==> config.mk <==
export PLATFORM = sky130hd
export DESIGN_NAME = mem_access_unit_flat
export DESIGN_NICKNAME = d
export VERILOG_FILES = /design/src/rtl/mem_access_unit_if.sv /design/src/rtl/mem_access_unit.sv /design/src/flat_wrapper.sv
export SDC_FILE = /design/constraint.sdc
export NUM_CORES = 1
export LEC_CHECK = 0
export ABC_CLOCK_PERIOD_IN_PS = 2500
export CORE_UTILIZATION = 40
export DETAILED_ROUTE_END_ITERATION = 10
export GPL_ROUTABILITY_DRIVEN = 0
export PLACE_DENSITY = 0.7
export SKIP_LAST_GASP = 1
export SLEW_MARGIN = 10
export SYNTH_ARGS = -nofsm -noshare
export SYNTH_HDL_FRONTEND = slang
export SYNTH_SLANG_ARGS = --single-unit
==> constraint.sdc <==
create_clock -name clk -period 2.5 [get_ports clk]
set_clock_uncertainty 0.15 [all_clocks]
set_input_delay 0.5 -clock clk [delete_from_list [all_inputs] [get_ports clk]]
set_output_delay 0.5 -clock clk [all_outputs]
set_load 0.01 [all_outputs]
Sequential cells colored by netlist name:
Bar = 50 um. Other sequential cells in the stronger gray, the rest of the logic in the fainter gray.
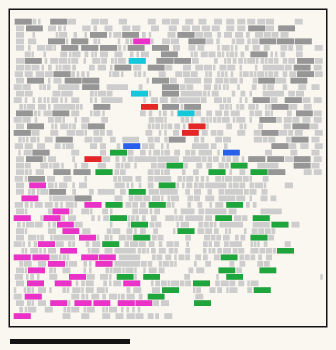
[green] u_core.cnt_q | sequential cells: 32
[blue] u_core.state_q | sequential cells: 2
[red] u_core.bus.be | sequential cells: 4
[cyan] u_core.f3_q | sequential cells: 3
[magenta] u_core.bus.addr | sequential cells: 30 | where: lower left
fraction of area in registers: 28.04%
Flop+latch power: 2.44 mW
Sequential cell area: 2823 um^2

Placed cells, one color a class:
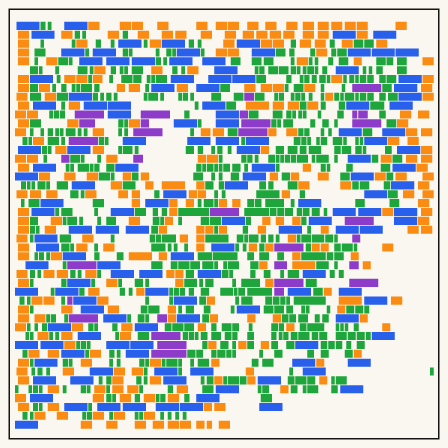
[purple] clock drivers and dummy loads | cells: 32 | share of their area: 5.9%
[blue] flops | cells: 141 | share of their area: 29%
[orange] other buffers and delay cells | cells: 286 | share of their area: 28%
[green] all other logic | cells: 622 | share of their area: 38%
final non-filler cell area: 10070 um^2
row count: 46
Core Util, Final: 62.46%
core footprint: 16120 um^2

The metal 3 layer:
Bar = 50 um.
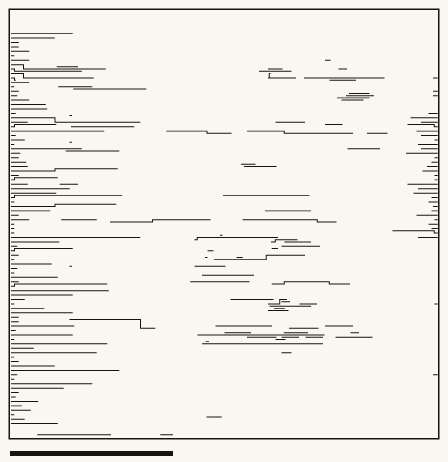
longest straight run: 39.3 um
main direction: horizontal
met3 global-route usage: 8.449%
total wire length: 21000 um
total vias in the final route: 6912

Placement density heat map:
The die is cut into 13 by 13 equal tiles; white is low, dark blue is high, 0 to 100% covered.
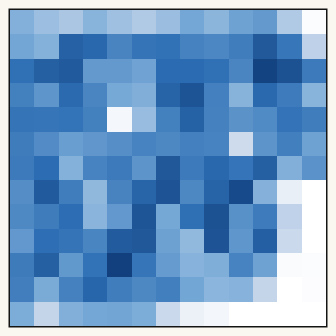
tiles over 75% full: 20%
emptiest ninth of the die: lower right
nearly empty tiles: 5.9%
FP Core Util: 41.53%

==> summary.txt <==
Implementation run completed; key figures follow.

Drt:
- The run gives the detailed-router iteration count before antenna repair as 5.
- The run gives the iteration-0 DRC count of the detailed router as 446.
- The run gives the final routed DRC violation total as 0.
- The run puts the routed metal-1 wirelength at 9381 um.
- Signal routing reaches up to met4.
- Detailed routing placed a total of 1859 um of wire on met3.
- The run gives the met2 wire length as 9383 um.

Die:
- The run gives the count of pins on the block boundary as between 200 and 250.
- Tap insertion was completed with 216 tapcells.

Global route:
- The run gives the global-route usage over all layers as 23.95%.
- The run gives the total global routing overflow as 0.
- The run gives the global-route wire length before repair as 33300 um.

Synth:
- The run gives the post-synthesis simple-gate area fraction as 25.28%.
- The run puts the number of instances in the synthesized netlist at 823.
- The run gives the synthesized-area fraction occupied by xor and xnor cells as 0.1309%.
- The run gives the mux contribution to synthesized area as 6.020%.
- Grouping non-sequential cells by family puts the most area in simple AND/OR/NAND/NOR gates.
- Of the total synthesized cell area, the portion taken by AND-OR and OR-AND cells is 21.09%.
- The run puts the portion of the post-synthesis area used by sequential elements at between 40% and 50%.
- The synthesis report names the predominant flop master as sky130_fd_sc_hd__dfxtp_1.
- The run puts the total standard cell area after synthesis at 6693 um^2.
- The run puts the yosys synthesis chip area at approximately 6700 um^2.
- The run puts the fraction of synthesized cell area taken by the top area cell type at ~42%.
- The commonest cells after synthesis are sky130_fd_sc_hd__nand2_1, sky130_fd_sc_hd__dfxtp_1, sky130_fd_sc_hd__a21oi_1, sky130_fd_sc_hd__nor2_1.
- By area the synthesized netlist is led by sky130_fd_sc_hd__dfxtp_1, sky130_fd_sc_hd__nand2_1, sky130_fd_sc_hd__mux2i_1.

Clock network:
- The run gives the CTS tree as built.
- The run puts the source-to-sink clock delay at the later pin of the worst-skew pair at roughly 0.42 ns.
- The run gives the depth of the CTS H-tree as 4.
- TritonCTS reports the number of clock sinks as about 140.
- The run puts the hold-fix buffer count after cts at 0.
- The run gives the buffer depth of the longest clock path as 2.

Status:
- The flow ran to the end, and the final reports show no timing, DRC or antenna violations.

Cells and area:
- Per the layout area report, the combinational fraction of cell area is 36.00%.
- Of all the cell area in the finished design, the clock network holds 5.693%.
- The run gives the combinational gate area as 3623 um^2.
- The layout has 16 inverters outside the clock class.
- The run gives the number of sequential cells as 141.
- The run puts the buffering overhead at a little over a quarter.
- The run gives the non-filler instance count after layout as roughly 1300.
- Among logic cells in the layout, the one with the most instances is sky130_fd_sc_hd__clkdlybuf4s50_1.
- The run puts the ratio of cells with drive above 1 in the final layout at 12.95%.

Critical path:
- The run gives the critical path depth as 7.
- The run gives the kind of launch point of the worst setup path as an input port.
- The slowest stage of the critical path is the sky130_fd_sc_hd__clkdlybuf4s50_1 cell.
- The data arrival time reported for the critical path is 2.61 ns.
- The run gives the endpoint required time on the critical path as approximately 2.7 ns.
- The critical path is of the input port to flip-flop type.
- The run gives the kind of cell with the highest combined delay on the critical path as simple AND/OR/NAND/NOR gates.
- The run gives the number of buffers and inverters on the critical path as 3.
- The run gives the worst reg2reg path depth as 10.
- The run gives the flop-to-flop setup slack as 0.11 ns.
- The run gives the critical path's largest stage delay as between 0.5 and 0.6 ns.
- The report lists the cells along the critical path as clkdlybuf4s50_1 -> nor3_1 -> o21ai_4 -> buf_4 -> buf_4 -> or4_1 -> a21oi_1.
- STA classifies the critical path endpoint as a flip-flop.

Place:
- The run gives the count of buffers inserted at the top-level ports as 206.
- The run gives the cell count after placement as 1260.
- OpenSTA, run right after detailed placement, puts the worst setup slack at -0.6262 ns.
- The run puts the post-detailed-placement half-perimeter wirelength at ~15000 um.

STA:
- The final max-slew violation count recorded for this run is 0.
- Derived from the worst setup path, the maximum achievable clock frequency is slightly above 0.4 GHz.
- The run puts the slack of the critical path at 0.08422 ns.
- The run puts the normalized max-slew margin at between 20% and 30%.
- The run gives the final critical-path share of the clock period as 96.63%.
- The run puts the summed negative setup slack over all endpoints at 0 ns.

Job:
- The run gives the count of tool warnings as 27.

Power and ir drop:
- The run gives the static leakage as 3.713 nW.
layer usage:
layer | GRT usage [%] | vias to the layer above
met2 | 36.76 | 265
met5 | 0 | -
met1 | 31.11 | 3198
li1 | - | 3423
met3 | 8.449 | 26
met4 | 7.946 | 0
what timing repair did:
action	4_1_cts	5_1_grt
cloned	0	1
resized	8	3
pin swaps	2	4
buffers inserted	2	3
setup endpoints to repair	1	54
per-stage QoR:
stage	hold slack, ns	total power, mW
global route	0.3181	6.272
detailed placement	0.2962	3.593
finish	0.3021	5.999
CTS	0.3039	6.034
floorplan	0.2974	2.982
global placement	0.2907	3.585
where the power goes:
part / internal [mW] / switching (mW)
clock network: 1.41 / 1.03
logic: 0.569 / 0.548
registers: 2.37 / 0.0723
total: 4.35 / 1.65
Power is estimated from default activity; no workload was simulated.
